Run 1, power grid:
The bar under the picture is 50 um long. Pins as bars on the die edge. Tap cells in gray.
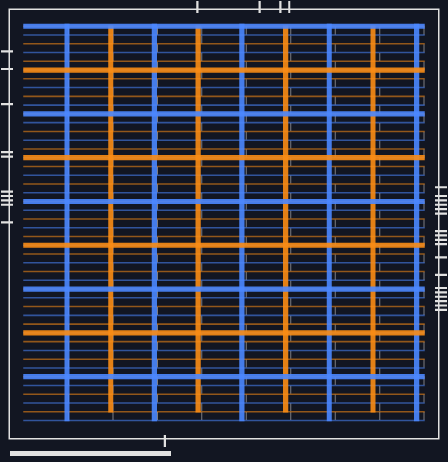
Run 1, cells colored by class:
The bar under the picture is 50 um long.
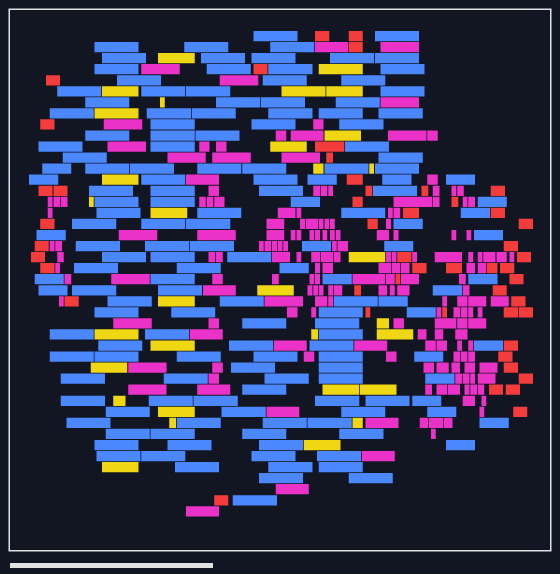
Run 1, routed clock nets over the placement:
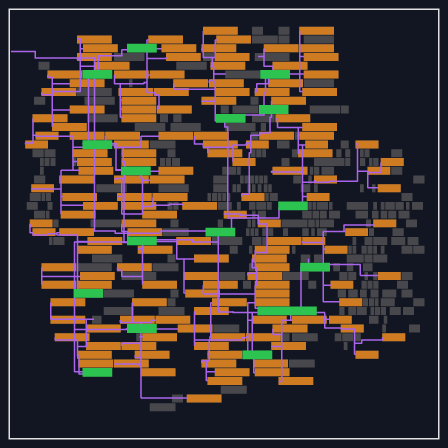
Run 1, signal wires by layer:
The bar under the picture is 50 um long. Two of the layers only.
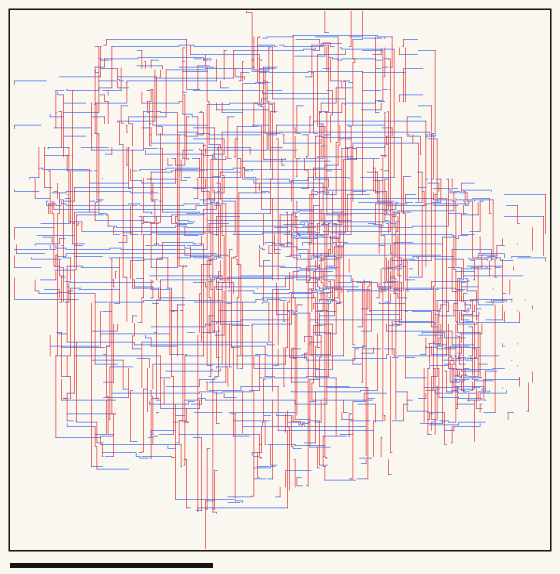
[config.mk]
export PLATFORM = sky130hd
export DESIGN_NAME = sync_fifo_param
export DESIGN_NICKNAME = d
export VERILOG_FILES = /design/src/rtl/sync_fifo_param.sv
export SDC_FILE = /design/constraint.sdc
export NUM_CORES = 1
export LEC_CHECK = 0
export ABC_CLOCK_PERIOD_IN_PS = 4300
export CORE_MARGIN = 4
export CORE_UTILIZATION = 40
export CTS_CLUSTER_DIAMETER = 150
export CTS_CLUSTER_SIZE = 14
export DETAILED_ROUTE_END_ITERATION = 8
export GPL_TIMING_DRIVEN = 0
export HOLD_SLACK_MARGIN = 0.05
export SYNTH_ARGS = -nofsm -noshare
export SYNTH_HDL_FRONTEND = slang
export SYNTH_SLANG_ARGS = --single-unit
[constraint.sdc]
create_clock -name clk -period 4.3 [get_ports clk]
set_input_delay 1.29 -clock clk [delete_from_list [all_inputs] [get_ports clk]]
set_output_delay 1.29 -clock clk [all_outputs]
set_load 0.05 [all_outputs]
[src/rtl/sync_fifo_param.sv]
// Parametrised single-clock FIFO with occupancy count, almost thresholds and sticky errors.
// Define SYNC_FIFO_FWFT_EN for first-word fall-through reads; default is registered read.
module sync_fifo_param #(
  parameter int WIDTH      = 8,
  parameter int DEPTH_LOG2 = 4,
  parameter int AF_LEVEL   = (2 ** DEPTH_LOG2) - 2,
  parameter int AE_LEVEL   = 2
) (
  input  logic                  clk,
  input  logic                  clrn,
  input  logic [WIDTH-1:0]      data,
  input  logic                  wrreq,
  input  logic                  rdreq,
  input  logic                  clr_err,
  output logic [WIDTH-1:0]      q,
  output logic                  q_valid,
  output logic                  rdempty,
  output logic                  wrfull,
  output logic                  almost_full,
  output logic                  almost_empty,
  output logic [DEPTH_LOG2:0]   count,
  output logic                  overflow,
  output logic                  underflow
);

  localparam int DEPTH = 2 ** DEPTH_LOG2;
  localparam int CW    = DEPTH_LOG2 + 1;
  localparam logic [CW-1:0] DEPTH_C = CW'(DEPTH);
  localparam logic [CW-1:0] AF_C    = CW'(AF_LEVEL);
  localparam logic [CW-1:0] AE_C    = CW'(AE_LEVEL);

  if (AF_LEVEL < 1 || AF_LEVEL > DEPTH) begin : g_af_check
    $error("sync_fifo_param: AF_LEVEL out of range 1..DEPTH");
  end
  if (AE_LEVEL < 0 || AE_LEVEL > DEPTH - 1) begin : g_ae_check
    $error("sync_fifo_param: AE_LEVEL out of range 0..DEPTH-1");
  end

  logic [WIDTH-1:0]      mem [DEPTH];
  logic [DEPTH_LOG2-1:0] w_ptr;
  logic [DEPTH_LOG2-1:0] r_ptr;
  logic [CW-1:0]         count_nxt;
  logic                  rd_accept;
  logic                  wr_accept;

  // A read frees a slot in the same cycle, so a full FIFO still takes a write
  // when it is also being read.
  assign rd_accept = rdreq && !rdempty;
  assign wr_accept = wrreq && (!wrfull || rd_accept);

  always_comb begin
    count_nxt = count;
    if (wr_accept && !rd_accept)
      count_nxt = count + CW'(1);
    else if (rd_accept && !wr_accept)
      count_nxt = count - CW'(1);
  end

  always_ff @(posedge clk) begin
    if (clrn && wr_accept)
      mem[w_ptr] <= data;
  end

  always_ff @(posedge clk) begin
    if (!clrn) begin
      w_ptr        <= '0;
      r_ptr        <= '0;
      count        <= '0;
      rdempty      <= 1'b1;
      wrfull       <= 1'b0;
      almost_full  <= 1'b0;
      almost_empty <= 1'b1;
      overflow     <= 1'b0;
      underflow    <= 1'b0;
    end else begin
      if (wr_accept) w_ptr <= w_ptr + DEPTH_LOG2'(1);
      if (rd_accept) r_ptr <= r_ptr + DEPTH_LOG2'(1);
      count        <= count_nxt;
      rdempty      <= (count_nxt == '0);
      wrfull       <= (count_nxt == DEPTH_C);
      almost_full  <= (count_nxt >= AF_C);
      almost_empty <= (count_nxt <= AE_C);
      // A fresh error event wins over a coincident clear.
      if (wrreq && wrfull && !rd_accept) overflow <= 1'b1;
      else if (clr_err)                  overflow <= 1'b0;
      if (rdreq && rdempty)              underflow <= 1'b1;
      else if (clr_err)                  underflow <= 1'b0;
    end
  end

`ifdef SYNC_FIFO_FWFT_EN
  always_comb begin
    q       = rdempty ? '0 : mem[r_ptr];
    q_valid = !rdempty;
  end
`else
  logic [WIDTH-1:0] q_reg;
  logic             q_valid_reg;

  always_ff @(posedge clk) begin
    if (!clrn) begin
      q_reg       <= '0;
      q_valid_reg <= 1'b0;
    end else begin
      if (rd_accept) q_reg <= mem[r_ptr];
      q_valid_reg <= rd_accept;
    end
  end

  always_comb begin
    q       = q_reg;
    q_valid = q_valid_reg;
  end
`endif

endmodule

==> flow_metrics.env, run 1 <==
# yosys + openroad results
export IMPL_enable_flop_cells=128
export IMPL_nets=428
export IMPL_p_sw_mw=0.853
export IMPL_grt_pass1_vias=3423
export IMPL_grt_pass1_wl_um=19700
export IMPL_ff_type="edfxtp_1"
export IMPL_cap_viol_max_count=0
export IMPL_combinationalPowerShare_pct=12.4
export IMPL_yosysWarnings=0
export IMPL_cts_buffer_depth=2
export IMPL_yosysTopAreaCell="edfxtp_1"
export IMPL_largest_register_ffs=128
export IMPL_tool_warnings=30
export IMPL_postLayoutCellArea_um2=7450
export IMPL_worstHoldPathType="reg2reg"
export IMPL_power_density_nw_per_um2=502
export IMPL_hold_ws_ns=0.492
export IMPL_top_area_share_pct=61.6
export IMPL_worstMarginPinSlew_ns=1.09
export IMPL_track_usage_pct=15.4
export IMPL_clkLatencyLatePin_ns=0.41
export IMPL_final_cell_mix="edfxtp_1 (128), nor2_1 (39), clkdlybuf4s50_1 (32)"
export IMPL_power_frac_seq_pct=45.5
export IMPL_chipArea_um2=17700
export IMPL_max_slew_margin_rel_pct=26.8
export IMPL_fin_crit_sh_pct=80.2
export IMPL_chipHeight_um=133
export IMPL_path_class="in2reg"
export IMPL_gr_usage_met2_pct=25.4
export IMPL_leakage_nw=2.45
export IMPL_vias_per_cell=5.18
export IMPL_post_cts_resized=0
export IMPL_yosysChipArea_um2=6240
export IMPL_use_met3_pct=3.73
export IMPL_antennaDiodeCount=0
export IMPL_core_um2=15300
export IMPL_busiest_layer="met2"
export IMPL_final_hold_violation_count=0
export IMPL_cts_root_buffer="clkbuf_16"
export IMPL_status="finished clean"
export IMPL_rr_worst_depth=6
export IMPL_clock_skew_ns=0.00847
export IMPL_drt_total_wl_um=12700
export IMPL_dp_hpwl_um=8340
export IMPL_utilization_pct=48.8
export IMPL_dp_slack_ns=0.428
export IMPL_postCtsHoldBufs=0
export IMPL_clock_sinks=156
export IMPL_min_path_cells=2
export IMPL_dr_wl_met2_um=6480
export IMPL_fp_nets=377
export IMPL_lay_top_count="edfxtp_1"
export IMPL_cp_start_kind="input pin"
export IMPL_wl_met3_um=735
export IMPL_dpl_cell_area_um2=6820
export IMPL_setup_viol=0
export IMPL_drc=0
export IMPL_swShare_pct=22.8
export IMPL_ys_ff=156
export IMPL_syn2layout_area_growth_pct=19.5
About 'power grid':
Key: blue = VSS; orange = VDD
46 met1 rails follow the rows. 9 straps on met5. The core has 45 rows. 9 straps on met4. 33 signal pins sit on the boundary.

About 'cells colored by class':
Key: yellow = clock drivers and dummy loads [cells 31, share of their area 8.8%]; blue = registers [cells 156, share of their area 61%]; magenta = remaining logic cells [cells 184, share of their area 24%]; red = remaining buffers and delay cells [cells 49, share of their area 6.3%]

About 'routed clock nets over the placement':
Key: purple = clock wires [length 1,680 um]; orange = flip-flops [count 156]; green = clock-net drivers [count 17]
There are 18 routed clock nets.

About 'signal wires by layer':
Key: blue = M1 [wire length 5,330 um]; red = M2 [wire length 6,480 um]

-- run 1: final cells by class --
type	count	area, um2
Clock buffer	19	433
Timing Repair Buffer	32	320
Clock inverter	12	196
Sequential cell	156	4400
Fill cell	1272	7800
Tap cell	211	264
Buffer	17	133
Multi-Input combinational cell	177	1680
Inverter	7	26.3
-- run 1: final timing paths --
path	slack [ns]	to	start
worst max-delay path	0.85	mem[9][7]	rdreq
worst max register to register	1.80	mem[9][7]	rdempty
worst min register to register	0.49	q[0]	q[0]
worst min-delay path	0.49	q[0]	q[0]
-- run 1: synthesized netlist by cell type, types with 2 or more instances --
cell type and instances:
ha_1 7, buf_6 3, a22oi_1 18, edfxtp_1 128, mux4_2 14, nand2_1 12
buf_2 5, xor2_1 5, dfxtp_1 28, clkdlybuf4s25_2 2, xnor2_1 4, a21oi_1 20
clkbuf_1 2, nand3_1 3, buf_4 3, nor2b_1 4, and2_1 4, nand4_1 2
nand3b_1 2, nor3_1 3, o21ai_0 4, inv_1 7, nor2_1 39, mux4_1 18
o31ai_1 2
-- run 1: critical path: stages --
cell and delay (ns):
clkdlybuf4s50_1 0.52, nand2b_1 0.07, buf_4 0.16, buf_6 0.15
a21boi_4 0.27, nand2_1 0.16, nor2_1 0.85
-- run 1: power by group through the flow --
stage / clock network (mW) / logic (mW) / registers (mW)
2_1_floorplan: 0 / 0.241 / 1.81
3_3_place_gp: 0 / 0.461 / 1.73
3_5_place_dp: 0 / 0.469 / 1.73
4_1_cts: 1.61 / 0.471 / 1.70
5_1_grt: 1.68 / 0.499 / 1.71
6_report: 1.58 / 0.463 / 1.70
-- run 1: cells by family after synthesis --
logic type	share of synthesized area [%]
and+or+nand+nor	6.00
xor gates and xnor gates	1.26
DFF	70.6
adders and majority gates	1.40
AOI/OAI and AO/OA	5.57
buffers and inverters	2.55
muxes	12.6
==> run 1 -> run 2 <==
- ABC_CLOCK_PERIOD_IN_PS: 4300 -> 3600
- clock period: 4.3 -> 3.6 ns (I/O delays scaled with it)
Run 2, cells colored by class:
The bar under the picture is 50 um long.
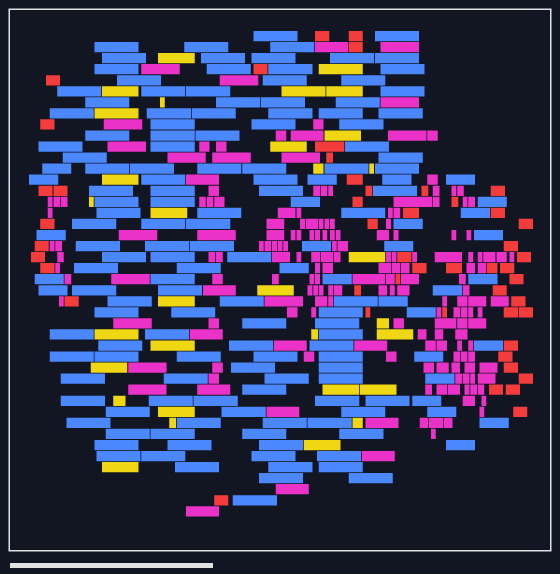
Seq area share: 59.1%
# rows: 45
Final Cell Area: 7450 um2
Core ar.: 15,300 um2
fin util: 48.8%

==> flow_metrics.env, run 2 <==
# yosys + openroad results
export IMPL_yosysWarnings=0
export IMPL_comb_area_um2=1680
export IMPL_crit_chain="clkdlybuf4s50_1 -> nand2b_1 -> buf_4 -> buf_6 -> a21boi_4 -> nand2_1 -> nor2_1"
export IMPL_max_slew_margin_rel_pct=26.8
export IMPL_grt_pass1_wl_um=19700
export IMPL_yosys_area_share_aoi_pct=5.57
export IMPL_startpoint="rdreq"
export IMPL_fin_crit_sh_pct=90.0
export IMPL_path_depth=7
export IMPL_post_cts_resized=0
export IMPL_antennaDiodeCount=0
export IMPL_ys_ff=156
export IMPL_place_congestion=0.816
export IMPL_tool_warnings=30
export IMPL_setup_viol=0
export IMPL_largest_register_ffs=128
export IMPL_r2r_start="rdempty"
export IMPL_min_path_cells=2
export IMPL_cp_start_kind="input pin"
export IMPL_final_cell_mix="edfxtp_1 (128), nor2_1 (39), clkdlybuf4s50_1 (32)"
export IMPL_holdCritStartpoint="q[0]"
export IMPL_ff_type="edfxtp_1"
export IMPL_status="finished clean"
export IMPL_chipHeight_um=133
export IMPL_vias_per_cell=5.18
export IMPL_dp_hpwl_um=8340
export IMPL_nets=428
export IMPL_logic_family="multiplexers"
export IMPL_slowest_delay_ns=0.85
export IMPL_power_share_clock_pct=42.2
export IMPL_power_frac_seq_pct=45.5
export IMPL_drc=0
export IMPL_lay_top_count="edfxtp_1"
export IMPL_dp_slack_ns=-0.0619
export IMPL_n_fill_cell=1272
export IMPL_hold_ws_ns=0.492
export IMPL_critPathSlowestCell="nor2_1"
export IMPL_peakVddDrop_mv=0.348
export IMPL_xor_share_pct=1.26
export IMPL_path_delay_family="simple AND/OR/NAND/NOR gates"
export IMPL_common_cells="edfxtp_1 (128), nor2_1 (39), dfxtp_1 (28)"
export IMPL_p_sw_mw=1.02
export IMPL_ys_async_sr_fraction_pct=0
export IMPL_rr_worst_depth=6
export IMPL_postCtsHoldBufs=0
export IMPL_path_class="in2reg"
export IMPL_drt_total_wl_um=12700
export IMPL_worstHoldPathType="reg2reg"
export IMPL_clock_sinks=156
export IMPL_grt_pass1_vias=3423
export IMPL_leakage_nw=2.45
export IMPL_clock_skew_ns=0.00847
export IMPL_clkLatencyLatePin_ns=0.41
export IMPL_worstMarginPinSlew_ns=1.09
export IMPL_ys_sh_mux_pct=12.6
export IMPL_chipArea_um2=17700
export IMPL_combinationalPowerShare_pct=12.4
export IMPL_syn2layout_area_growth_pct=19.5
export IMPL_cts_root_buffer="clkbuf_16"
export IMPL_synthAdderAreaFrac_pct=1.40
export IMPL_crit_buf_inv=3
export IMPL_fp_nets=377
export IMPL_cts_buffer_depth=2
export IMPL_track_usage_pct=15.4
export IMPL_swShare_pct=22.8
export IMPL_final_hold_violation_count=0
export IMPL_ys_sh_simple_pct=6.00
export IMPL_cap_viol_max_count=0
export IMPL_yosysTopAreaCell="edfxtp_1"
export IMPL_yosysChipArea_um2=6240
run 2: through the flow:
step           util, %  power (mW)  cell area, um2  TNS (ns)
6_report          48.8        4.47            7450         0
5_1_grt           48.8        4.64            7450         0
4_1_cts           48.8        4.51            7450         0
3_5_place_dp      44.7        2.63            6820     -1.33
3_3_place_gp      44.7        2.62            6820    -0.947
2_1_floorplan        -        2.45            6240         0
run 2: layout make-up:
class / instances / area share [%]
plain buffers: 17 / 1.78
repair buffers: 32 / 4.30
clock inverters: 12 / 2.64
well taps: 211 / 3.54
flip-flops and latches: 156 / 59.1
clock buffers: 19 / 5.81
inverters: 7 / 0.353
multi-input cells: 177 / 22.5
run 2: logic make-up after synthesis:
| kind of cell | after synthesis |
|---|---|
| buffers and inverters | 24 |
| muxes | 32 |
| DFF | 156 |
| xor gates and xnor gates | 9 |
| adders and majority gates | 7 |
| and+or+nand+nor | 77 |
| AOI/OAI and AO/OA | 52 |
run 2: final timing paths:
| path | to | slack [ns] |
|---|---|---|
| worst max register to register | mem[9][7] | 1.10 |
| worst min register to register | q[0] | 0.49 |
| worst max-delay path | mem[9][7] | 0.36 |
| worst min-delay path | q[0] | 0.49 |
run 2: layer usage:
| layer | part of all wire (%) | global-route usage [%] |
|---|---|---|
| met1 | 42 | 19.6 |
| met2 | 51 | 25.4 |
| met3 | 5.8 | 3.73 |
| met4 | 1.0 | 6.41 |
| met5 | 0 | 0 |
run 2: power groups by stage:
stage / Combinational (mW) / Clock (mW) / Sequential, mW
after floorplan: 0.287 / 0 / 2.16
after global placement: 0.550 / 0 / 2.07
after detailed placement: 0.560 / 0 / 2.07
after CTS: 0.562 / 1.92 / 2.03
after global routing: 0.596 / 2.01 / 2.04
final: 0.553 / 1.88 / 2.03
==> run 2 -> run 3 <==
- CTS_BUF_LIST: not set -> sky130_fd_sc_hd__clkbuf_4
==> flow_metrics.env, run 3 <==
# yosys + openroad results
export IMPL_crit_buf_inv=3
export IMPL_worstHoldPathType="reg2reg"
export IMPL_cp_arrival_ns=3.26
export IMPL_setup_ws_ns=0.515
export IMPL_path_delay_family="simple AND/OR/NAND/NOR gates"
export IMPL_yosysChipArea_um2=6240
export IMPL_drive_gt1_share_pct=15.0
export IMPL_post_cts_resized=0
export IMPL_tool_warnings=30
export IMPL_cp_start_kind="input pin"
export IMPL_ys_seq_share_pct=70.6
export IMPL_antennaDiodeCount=0
export IMPL_final_hold_violation_count=0
export IMPL_antenna_found_initial=0
export IMPL_rsz0062_at_grt="false"
export IMPL_drt_total_wl_um=12600
export IMPL_place_congestion=0.816
export IMPL_cap_viol_max_count=0
export IMPL_top_area_share_pct=61.6
export IMPL_path_class="in2reg"
export IMPL_fmax_mhz=324
export IMPL_yosys_cells=357
export IMPL_post_cts_buffers=0
export IMPL_ys_async_sr_fraction_pct=0
export IMPL_internal_power_mw=2.85
export IMPL_netlist_instances=357
export IMPL_p_sw_mw=0.935
export IMPL_worstPathRequired_ns=3.77
export IMPL_cts_made_buffers=17
export IMPL_cts_root_buffer="clkbuf_4"
export IMPL_fin_crit_sh_pct=85.7
export IMPL_fp_dieW_um=133
export IMPL_power_share_clock_pct=31.9
export IMPL_max_slew_margin_rel_pct=29.0
export IMPL_dp_hpwl_um=8340
export IMPL_drc=0
export IMPL_nets=428
export IMPL_enable_flop_cells=128
export IMPL_chipArea_um2=17700
export IMPL_track_usage_pct=15.2
export IMPL_num_io_pins=33
export IMPL_startpoint="rdreq"
export IMPL_power_density_nw_per_um2=529
export IMPL_area_leaders="edfxtp_1 (62%), dfxtp_1 (9.0%), mux4_1 (7.6%)"
export IMPL_fin_crit_ns=3.09
export IMPL_grt_max_degree=17
export IMPL_vias=3274
export IMPL_antenna_left=0
export IMPL_io_buffers=32
export IMPL_htreeDepth=4
export IMPL_clock_sinks=156
export IMPL_worstPathMaxFanout=10
export IMPL_peakVddDrop_mv=0.251
export IMPL_syn2layout_area_growth_pct=14.8
export IMPL_fp_nets=377
export IMPL_final_cell_mix="edfxtp_1 (128), nor2_1 (39), clkdlybuf4s50_1 (32)"
export IMPL_ys_ff=156
export IMPL_syn_area_per_cell_um2=17.5
export IMPL_end_kind="flop"
export IMPL_grt_pass1_vias=3426
export IMPL_top_cell="edfxtp_1"
export IMPL_fp_utilization_pct=40.9
export IMPL_clkTransAtPathRegs_ns=0.13
export IMPL_dr_pass1_iters=5
export IMPL_clkLatencyLatePin_ns=0.54
export IMPL_cts_buffer_depth=2
export IMPL_vias_per_cell=5.19
export IMPL_ff_type="edfxtp_1"
export IMPL_core_um2=15300
export IMPL_setup_viol=0
export IMPL_rows=45
export IMPL_grt_overflow=0
export IMPL_clock_skew_ns=0.0180
export IMPL_crit_chain="clkdlybuf4s50_1 -> nand2b_1 -> buf_4 -> buf_6 -> a21boi_4 -> nand2_1 -> nor2_1"
export IMPL_holdCritStartpoint="q[0]"
export IMPL_combinationalPowerShare_pct=14.6
export IMPL_lay_top_count="edfxtp_1"
export IMPL_drt_iter0_drc=186
export IMPL_p_total_mw=3.79
export IMPL_yosysWarnings=0
export IMPL_status="finished clean"
export IMPL_worstMarginPinSlew_ns=1.06
export IMPL_common_cells="edfxtp_1 (128), nor2_1 (39), dfxtp_1 (28)"
export IMPL_swShare_pct=24.7
export IMPL_dp_slack_ns=-0.0619
export IMPL_power_frac_seq_pct=53.5
export IMPL_largest_register_ffs=128
export IMPL_leakage_nw=2.33
export IMPL_slowest_delay_ns=0.82
export IMPL_r2r_start="rdempty"
export IMPL_postCtsHoldBufs=0
export IMPL_yosysTopAreaCell="edfxtp_1"
export IMPL_cts_tree="built"
export IMPL_yosys_cell_types_count=43
export IMPL_chipHeight_um=133
export IMPL_utilization_pct=46.9
export IMPL_grt_pass1_wl_um=19500
export IMPL_critPathSlowestCell="nor2_1"
export IMPL_wl_per_cell_um=20.0
export IMPL_syn_cell_area_um2=6240
export IMPL_drv_slew=0
run 3: cell counts in the layout (fill, tap and decap cells not counted):
Identical to the previous run, type by type.
run 3: worst paths after layout:
check                            endpoint  slack, ns  cells after the start
worst min-delay path                 q[0]       0.50                      2
worst min register to register       q[0]       0.50                      2
worst max register to register  mem[0][7]       1.12                      6
worst max-delay path            mem[0][7]       0.51                      7
run 3: metrics by stage:
stage / hold WS, ns / TNS, ns / std cells / instance area (um2)
floorplan: 0.528 / 0 / 357 / 6240
global placement: 0.474 / -0.947 / 600 / 6820
detailed placement: 0.477 / -1.33 / 600 / 6820
CTS: 0.510 / 0 / 631 / 7160
global route: 0.544 / 0 / 631 / 7160
finish: 0.504 / 0 / 631 / 7160
run 3: cells by family after synthesis:
family          count (synthesis)  synth area share (%)
mux                            32                  12.6
simple gates                   77                  6.00
xor+xnor                        9                  1.26
fa+ha+maj                       7                  1.40
buf+inv                        24                  2.55
compound gates                 52                  5.57
flops                         156                  70.6
run 3: metal layers:
layer  routed length, um  track usage [%]
met1                5340             19.1
met2                6450             25.2
met3                 724             4.41
met4                 117             5.37
met5                   0                0
run 3: tightest hold or removal path, stage by stage (launching register included):
cell	delay, ns
dfxtp_1	0.35
a21oi_1	0.06
nor2_1	0.07
run 3: area by class of cell:
class	count	area [um2]	area share (%)
buffer	17	133	1.85
clock buffer	19	143	1.99
clock inverter	12	196	2.74
inverter	7	26.3	0.367
multi-input combinational	177	1680	23.4
sequential	156	4400	61.5
tap	211	264	3.69
timing repair buffer	32	320	4.47
run 3: power by group through the flow:
stage,combinational [mW],clock (mW),sequential (mW)
5_1_grt,0.596,1.33,2.04
3_5_place_dp,0.560,0,2.07
6_report,0.554,1.21,2.03
3_3_place_gp,0.550,0,2.07
2_1_floorplan,0.287,0,2.16
4_1_cts,0.562,1.24,2.03
Run 3, placement view:
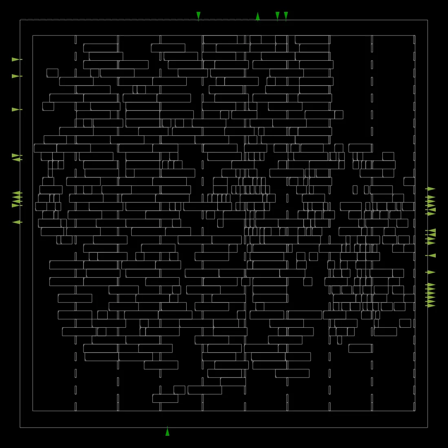
TAP cells: 211
Seq area share: 61.5%
final cell count without fillers: 631
Flop Count: 156
Fill cells: 1,316

Power and IR drop assume default switching activity.
